===== src/rtl/gcd_unit_if.sv =====
// ============================================================================
// Module   : gcd_unit_if
// Brief    : Command/result handshake bundle between a requester and gcd_unit.
// Revision : 1.0
// ============================================================================
`default_nettype none

interface gcd_unit_if #(
    parameter int WIDTH    = 8,
    parameter int MAX_ITER = 255
);
    localparam int CW = $clog2(MAX_ITER + 1);

    logic             go;
    logic [WIDTH-1:0] a_in;
    logic [WIDTH-1:0] b_in;
    logic             ack;
    logic             abort;
    logic             ready;
    logic             valid;
    logic [WIDTH-1:0] gcd_out;
    logic [CW-1:0]    iter_cnt;
    logic             err;

    modport master (
        output go, a_in, b_in, ack, abort,
        input  ready, valid, gcd_out, iter_cnt, err
    );

    modport slave (
        input  go, a_in, b_in, ack, abort,
        output ready, valid, gcd_out, iter_cnt, err
    );
endinterface

`default_nettype wire


===== src/rtl/gcd_unit.sv =====
// ============================================================================
// Module   : gcd_unit
// Brief    : Iterative subtraction GCD engine with iteration cap and abort.
// Revision : 1.0
// ============================================================================
`default_nettype none

module gcd_unit #(
    parameter int WIDTH    = 8,
    parameter int MAX_ITER = 255
) (
    input  wire logic  clk,
    input  wire logic  clr_n,
    gcd_unit_if.slave  bus
);
    localparam int            CW           = $clog2(MAX_ITER + 1);
    localparam logic [CW-1:0] c_iter_limit = CW'(MAX_ITER);

    typedef enum logic [1:0] {
        S_IDLE = 2'd0,
        S_CALC = 2'd1,
        S_DONE = 2'd2
    } state_t;

    state_t           r_state;
    state_t           w_state_nxt;
    logic [WIDTH-1:0] r_x;
    logic [WIDTH-1:0] r_y;
    logic [WIDTH-1:0] r_gcd;
    logic [CW-1:0]    r_cnt;
    logic             r_err;
    logic [WIDTH-1:0] w_x_nxt;
    logic [WIDTH-1:0] w_y_nxt;
    logic [WIDTH-1:0] w_gcd_nxt;
    logic [CW-1:0]    w_cnt_nxt;
    logic             w_err_nxt;

    always_ff @(posedge clk or negedge clr_n) begin
        if (!clr_n) begin
            r_state <= S_IDLE;
            r_x     <= '0;
            r_y     <= '0;
            r_gcd   <= '0;
            r_cnt   <= '0;
            r_err   <= 1'b0;
        end else begin
            r_state <= w_state_nxt;
            r_x     <= w_x_nxt;
            r_y     <= w_y_nxt;
            r_gcd   <= w_gcd_nxt;
            r_cnt   <= w_cnt_nxt;
            r_err   <= w_err_nxt;
        end
    end

    always_comb begin
        w_state_nxt = r_state;
        w_x_nxt     = r_x;
        w_y_nxt     = r_y;
        w_gcd_nxt   = r_gcd;
        w_cnt_nxt   = r_cnt;
        w_err_nxt   = r_err;

        case (r_state)
            S_IDLE: begin
                if (!bus.abort && bus.go) begin
                    w_x_nxt     = bus.a_in;
                    w_y_nxt     = bus.b_in;
                    w_gcd_nxt   = '0;
                    w_cnt_nxt   = '0;
                    w_err_nxt   = 1'b0;
                    w_state_nxt = S_CALC;
                end
            end

            S_CALC: begin
                // Priority order matters: zero/equal termination is checked
                // before the iteration cap so a finished result is never lost.
                if (bus.abort) begin
                    w_gcd_nxt   = '0;
                    w_cnt_nxt   = '0;
                    w_err_nxt   = 1'b0;
                    w_state_nxt = S_IDLE;
                end else if ((r_x == '0) || (r_y == '0)) begin
                    w_gcd_nxt   = r_x | r_y;
                    w_err_nxt   = (r_x == '0) && (r_y == '0);
                    w_state_nxt = S_DONE;
                end else if (r_x == r_y) begin
                    w_gcd_nxt   = r_x;
                    w_state_nxt = S_DONE;
                end else if (r_cnt == c_iter_limit) begin
                    w_gcd_nxt   = '0;
                    w_err_nxt   = 1'b1;
                    w_state_nxt = S_DONE;
                end else if (r_x < r_y) begin
                    w_y_nxt   = r_y - r_x;
                    w_cnt_nxt = r_cnt + CW'(1);
                end else begin
                    w_x_nxt   = r_x - r_y;
                    w_cnt_nxt = r_cnt + CW'(1);
                end
            end

            S_DONE: begin
                if (bus.ack || bus.abort) begin
                    w_state_nxt = S_IDLE;
                end
            end

            default: begin
                w_state_nxt = S_IDLE;
            end
        endcase
    end

    assign bus.ready    = (r_state == S_IDLE);
    assign bus.valid    = (r_state == S_DONE);
    assign bus.gcd_out  = r_gcd;
    assign bus.iter_cnt = r_cnt;
    assign bus.err      = r_err;

endmodule

`default_nettype wire


===== src/flat_wrapper.sv =====
// flat-port wrapper written by rule: the top's interface ports become plain ports
module gcd_unit_flat 
#(
    parameter int WIDTH    = 8,
    parameter int MAX_ITER = 255
)
  (clk, clr_n, bus_go, bus_a_in, bus_b_in, bus_ack, bus_abort, bus_ready, bus_valid, bus_gcd_out, bus_iter_cnt, bus_err);
  gcd_unit_if #(.WIDTH(WIDTH), .MAX_ITER(MAX_ITER)) bus_i ();
  input  wire logic clk;
  input  wire logic clr_n;
  input wire logic [$bits(bus_i.go)-1:0] bus_go;
  input wire logic [$bits(bus_i.a_in)-1:0] bus_a_in;
  input wire logic [$bits(bus_i.b_in)-1:0] bus_b_in;
  input wire logic [$bits(bus_i.ack)-1:0] bus_ack;
  input wire logic [$bits(bus_i.abort)-1:0] bus_abort;
  output wire logic [$bits(bus_i.ready)-1:0] bus_ready;
  output wire logic [$bits(bus_i.valid)-1:0] bus_valid;
  output wire logic [$bits(bus_i.gcd_out)-1:0] bus_gcd_out;
  output wire logic [$bits(bus_i.iter_cnt)-1:0] bus_iter_cnt;
  output wire logic [$bits(bus_i.err)-1:0] bus_err;
  assign bus_i.go = bus_go;
  assign bus_i.a_in = bus_a_in;
  assign bus_i.b_in = bus_b_in;
  assign bus_i.ack = bus_ack;
  assign bus_i.abort = bus_abort;
  assign bus_ready = bus_i.ready;
  assign bus_valid = bus_i.valid;
  assign bus_gcd_out = bus_i.gcd_out;
  assign bus_iter_cnt = bus_i.iter_cnt;
  assign bus_err = bus_i.err;
  gcd_unit #(.WIDTH(WIDTH), .MAX_ITER(MAX_ITER)) u_core (.clk(clk), .clr_n(clr_n), .bus(bus_i));
endmodule

===== config.mk =====
export PLATFORM = sky130hd
export DESIGN_NAME = gcd_unit_flat
export DESIGN_NICKNAME = d
export VERILOG_FILES = /design/src/rtl/gcd_unit_if.sv /design/src/rtl/gcd_unit.sv /design/src/flat_wrapper.sv
export SDC_FILE = /design/constraint.sdc
export NUM_CORES = 1
export LEC_CHECK = 0
export CAP_MARGIN = 0
export CORE_ASPECT_RATIO = 1.25
export CORE_MARGIN = 1
export CORE_UTILIZATION = 55
export DETAILED_ROUTE_END_ITERATION = 8
export HOLD_SLACK_MARGIN = 0.03
export PLACE_DENSITY_LB_ADDON = 0.25
export SLEW_MARGIN = 20
export SYNTH_ARGS = -nofsm -noshare
export SYNTH_HDL_FRONTEND = slang
export SYNTH_SLANG_ARGS = --single-unit
export TNS_END_PERCENT = 50

===== constraint.sdc =====
create_clock -name clk -period 2.5 [get_ports clk]
set_input_delay 0.25 -clock clk [delete_from_list [all_inputs] [get_ports clk]]
set_output_delay 0.25 -clock clk [all_outputs]
set_load 0.1 [all_outputs]

Figure 1. Layout detail (run 1).
The bar under the picture is 10 um long. Region (18, 26) to (48, 56) um. Cells in gray, sequential cells in the stronger gray; small squares are vias.
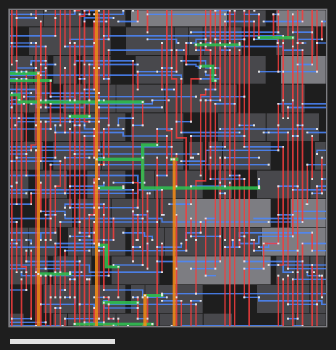
- red: metal 2
- blue: metal 1
- green: metal 3
- orange: metal 4
- most frequent: inv_1 (10), ha_1 (10), dfrtp_1 (5)
- cells with their middle in the window: 78
- netlist names of flops here include: u_core.r_x (3), u_core.bus.gcd_out (2)
- sequential cells in the window: 5

Figure 2. Routed metal, one color a layer (run 1).
Only two layers are drawn.
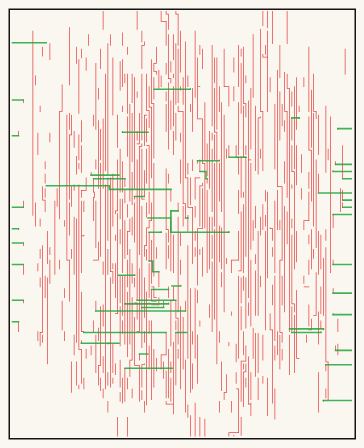
- red: metal 2 (wire length 3640 um)
- green: metal 3 (wire length 247 um)
vias: 2403
routed len/inst: 16.8 um
total track usage: 0.284

Figure 3. The metal 1 layer (run 1).
Supply wires on this layer in gray.
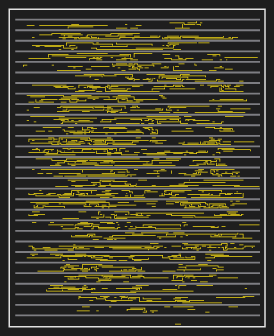
- longest straight run: 23.7 um
- main direction: horizontal
- nets with wire on the layer: 342

==> summary.txt, run 1 <==
yosys + openroad results -> Unique cell types 56, worst hold path class input port to async pin, IO Count 40, clock power share 0.126, tool warnings 41, Detailed Route Iter0 Violations 144, Avg Inst Size Synth 9.43 sq um, clk latency late pin 0.29 ns, Static Leakage 0.00163 uW, CP required 2.68 ns, maximum vdd ir drop 0.724 mV, Chip Height 81.4 um, CP Capture Type flop, nets@finish 398, setup violators final 0, Remaining DRCs 0, cell taking the most area after synthesis dfrtp_1, Cell Pwr Density 1260 nW/um^2, floorplan net count 342, fmax 423 MHz, crit path from u_core.r_x[2], Final Wtd Congestion 0.929, biggest area cells dfrtp_1 (32%), ha_1 (11%), inv_1 (3.7%), num rows 28, hpwl dp 5.37 mm, Routed Antenna Nets 0, Comb power frac 0.654, first-pass GRT wire length 11.3 mm, outcome finished clean, Post-synth ARST share 1.00
-- run 1: power by group through the flow --
| stage | clock (uW) | sequential (uW) | combinational, uW |
|---|---|---|---|
| final | 543 | 949 | 2810 |
| after global routing | 568 | 973 | 3060 |
| after CTS | 546 | 941 | 2760 |
| after detailed placement | 0 | 951 | 2720 |
| after global placement | 0 | 945 | 2680 |
| after floorplan | 0 | 1050 | 1920 |
-- run 1: flip-flops by register name, summed over array words and instances (netlist names) --
register,flops
u_core.r_y,8
u_core.r_state,2
u_core.r_x,8
u_core.bus.iter_cnt,8
u_core.bus.err,1
u_core.bus.gcd_out,8
-- run 1: repair_timing --
| item | CTS | global route |
|---|---|---|
| setup endpoints to repair | 0 | 15 |
| resized | 0 | 2 |
| setup buffers | 0 | 1 |
-- run 1: layout make-up --
class,instances,share of cell area
inverter,27,0.0297
clock buffer,6,0.0242
tap,60,0.0220
multi-input combinational,220,0.504
clock inverter,2,0.0103
sequential,35,0.257
timing repair buffer,61,0.153
-- run 1: layer usage --
metal  GRT usage  vias to the layer above
met5           0                        -
met4       0.124                        0
met2       0.513                       69
met1       0.321                     1156
met3      0.0520                       12
li1            -                     1166
-- run 1: how the worst max path moves through the flow --
stage / endpoint / slack (ns)
final: u_core.r_x[3] / 0.13
after CTS: u_core.r_y[0] / 0.009
after floorplan: u_core.r_x[3] / 0.003
after global placement: u_core.r_x[5] / 0.08
after detailed placement: u_core.r_y[0] / 0.02
after global routing: u_core.r_x[0] / 0.009
-- run 1: placed cells by master, fill, tap and decap left out, types with 3 or more instances in the layout --
| cell | instances |
|---|---|
| dfrtp_1 | 34 |
| nor3_1 | 6 |
| o21ai_0 | 13 |
| o211a_1 | 3 |
| mux2_1 | 5 |
| o31ai_1 | 3 |
| a21oi_1 | 12 |
| and2_1 | 3 |
| or4_1 | 3 |
| inv_1 | 27 |
| a31oi_1 | 7 |
| o31a_1 | 3 |
| nor2b_1 | 7 |
| mux2_4 | 5 |
| mux2i_1 | 9 |
| buf_4 | 40 |
| nor4_1 | 4 |
| nand2_1 | 21 |
| clkdlybuf4s50_1 | 20 |
| nand3_1 | 9 |
| o21bai_1 | 3 |
| nor2_1 | 25 |
| a221o_1 | 9 |
| xnor2_1 | 6 |
| ha_1 | 25 |
| clkbuf_8 | 6 |
-- run 1: kinds of logic after synthesis --
kind of cell,synth area share
compound gates,0.182
buf+inv,0.0655
simple gates,0.202
xor+xnor,0.0190
mux,0.0880
fa+ha+maj,0.127
flops,0.316
-- run 1: metrics by stage --
step / setup WS (ns) / hold slack [ns] / cells / power (uW) / instance area [sq um]
after detailed placement: 0.0170 / 0.513 / 402 / 3670 / 3270
after floorplan: 0.00269 / -0.0456 / 294 / 2970 / 2770
final: 0.133 / 0.376 / 411 / 4310 / 3410
after global routing: 0.00894 / 0.426 / 411 / 4610 / 3410
after global placement: 0.0802 / 0.494 / 402 / 3620 / 3270
after CTS: 0.00943 / 0.393 / 410 / 4240 / 3390
-- run 1: worst max-delay path, cell delays in order (launching register included) --
cell and delay (ns):
dfrtp_1 0.42, inv_1 0.10, ha_1 0.40, nor4_4 0.36, nand2_2 0.14, and2_4 0.18
a31oi_4 0.20, buf_12 0.16, mux2_4 0.30
## Run 2: what changed since run 1
--- a/config.mk
+++ b/config.mk
@@ -8,8 +8,9 @@
 export CAP_MARGIN = 0
 export CORE_ASPECT_RATIO = 1.25
 export CORE_MARGIN = 1
-export CORE_UTILIZATION = 55
+export CORE_UTILIZATION = 50
 export DETAILED_ROUTE_END_ITERATION = 8
+export GPL_ROUTABILITY_DRIVEN = 0
 export HOLD_SLACK_MARGIN = 0.03
 export PLACE_DENSITY_LB_ADDON = 0.25
 export SLEW_MARGIN = 20
Figure 4. Layout detail (run 2).
The bar under the picture is 10 um long. Region (19, 28) to (49, 58) um. Cells in gray, sequential cells in the stronger gray; small squares are vias.
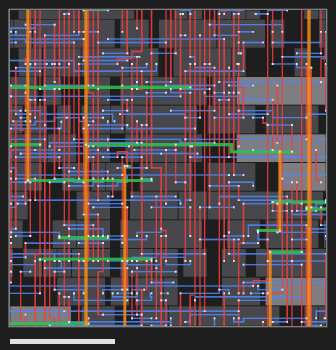
- green: metal 3
- red: metal 2
- blue: metal 1
- orange: metal 4
- cells with their middle in the window: 76
- sequential cells in the window: 4
- most frequent: inv_1 (9), ha_1 (9), buf_4 (5)
- netlist names of flops here include: u_core.r_x (2)

==> run 2 against run 1 <==
  * Synthesized cell count unchanged
  * Combinational power up 2%
  * Sequential share of layout area about the same
  * Critical path depth up 1
  * Hold slack worse by 0.0045 ns
  * Critical endpoint is now u_core.r_x[4]
==> summary.txt, run 2 <==
yosys + openroad results -> Unique cell types 56 (unchanged), WHS 0.371 ns (was 0.376 ns), routed len/inst 16.8 um (about the same), outcome finished clean (unchanged), pre-CTS WS 0.0187 ns (was 0.0170 ns), crit path from u_core.r_y[0] (was u_core.r_x[2]), Chip Height 85.2 um (was 81.4 um), hpwl dp 5.30 mm (was 5.37 mm), placed insts 403 (was 402), Top Layout Cells buf_4 (39), dfrtp_1 (33), inv_1 (27) (was buf_4 (40), dfrtp_1 (34), inv_1 (27)), Detailed Route Iter0 Violations 142 (was 144), largest net degree at the start of global routing 36 (unchanged), CP max stage cell fa_2 (was dfrtp_1), maximum vdd ir drop 0.662 mV (was 0.724 mV), clk latency late pin 0.29 ns (about the same), Bufs and invs on worst path 2 (unchanged), Top Family by Delay on Critical Path adder cells (was simple AND/OR/NAND/NOR gates), IO Count 40 (unchanged), num rows 29 (was 28), vias 2376 (was 2403), biggest area cells dfrtp_1 (32%), ha_1 (11%), inv_1 (3.7%) (unchanged), placed cell area 3260 sq um (was 3270 sq um), Worst Slack Setup Final 0.0972 ns (was 0.133 ns), Cell Pwr Density 1270 nW/um^2 (was 1260 nW/um^2), nets@finish 397 (was 398), first-pass GRT wire length 11.3 mm (about the same), floorplan net count 342 (unchanged), CP Max Fanout 8 (unchanged), Finished Layout Cells 412 (was 411), post-route cell area 3410 sq um (about the same), Static Leakage 0.00162 uW (was 0.00163 uW), CP required 2.68 ns (about the same), Remaining DRCs 0 (unchanged), cell taking the most area after synthesis dfrtp_1 (unchanged), total track usage 0.259 (was 0.284), setup violators final 0 (unchanged), Post-synth ARST share 1.00 (unchanged), CP peak stage delay 0.43 ns (was 0.42 ns), Avg Inst Size Synth 9.43 sq um (unchanged)
==> run 2: timing repair <==
item,in CTS,in global routing
cloned,0,0
pin swaps,1,1
gates resized,0,6
endpoints found under the setup margin,5,14
hold buffers,0,0
buffers inserted,0,1
==> run 2: power by group <==
| group | leakage, uW | internal [uW] | switching, uW | total, uW |
|---|---|---|---|---|
| registers | 0.000448 | 729 | 224 | 953 |
| logic | 0.00112 | 1230 | 1640 | 2860 |
| clock network | 0.0000581 | 297 | 227 | 524 |
| total | 0.00162 | 2250 | 2090 | 4340 |
==> run 2: layout make-up <==
type	count	area, sq um
multi-input cells	220	1730
inverters	27	101
repair buffers	60	513
clock inverters	3	43.8
well taps	62	77.6
clock buffers	5	68.8
flip-flops and latches	35	878
fillers	426	1770
==> run 2: through the flow <==
step                utilization  total power (uW)
floorplan                     -              2970
global placement          0.629              3660
detailed placement        0.629              3690
CTS                       0.651              4250
global route              0.658              4640
finish                    0.658              4340
==> run 2: cells by family (layout without fill, tap and decap cells) <==
kind of cell / after synthesis / count (layout) / synth area share
AOI/OAI and AO/OA: 67 / 67 / 0.182
xor gates and xnor gates: 6 / 6 / 0.0190
adders and majority gates: 27 / 27 / 0.127
buffers and inverters: 39 / 95 / 0.0655
DFF: 35 / 35 / 0.316
muxes: 21 / 21 / 0.0880
and+or+nand+nor: 99 / 99 / 0.202
==> run 2: routing by layer <==
layer  up-vias  track usage
met5         -            0
met4         0        0.131
met3        16       0.0323
met2        62        0.431
met1      1132        0.320
li1       1166            -
==> run 2: worst paths after layout <==
check | slack [ns] | cells past startpoint | end
worst max-delay path | 0.1 | 9 | u_core.r_x[4]
worst min-delay path | 0.37 | 2 | u_core.bus.iter_cnt[7]
worst max register to register | 0.1 | 9 | u_core.r_x[4]
worst min register to register | 0.50 | 1 | u_core.bus.iter_cnt[4]
max in group asynchronous | 1.76 | 2 | u_core.r_x[3]
min in group clk | 0.50 | 1 | u_core.bus.iter_cnt[4]
No activity file was given, so power comes from the tool's default toggle rates.
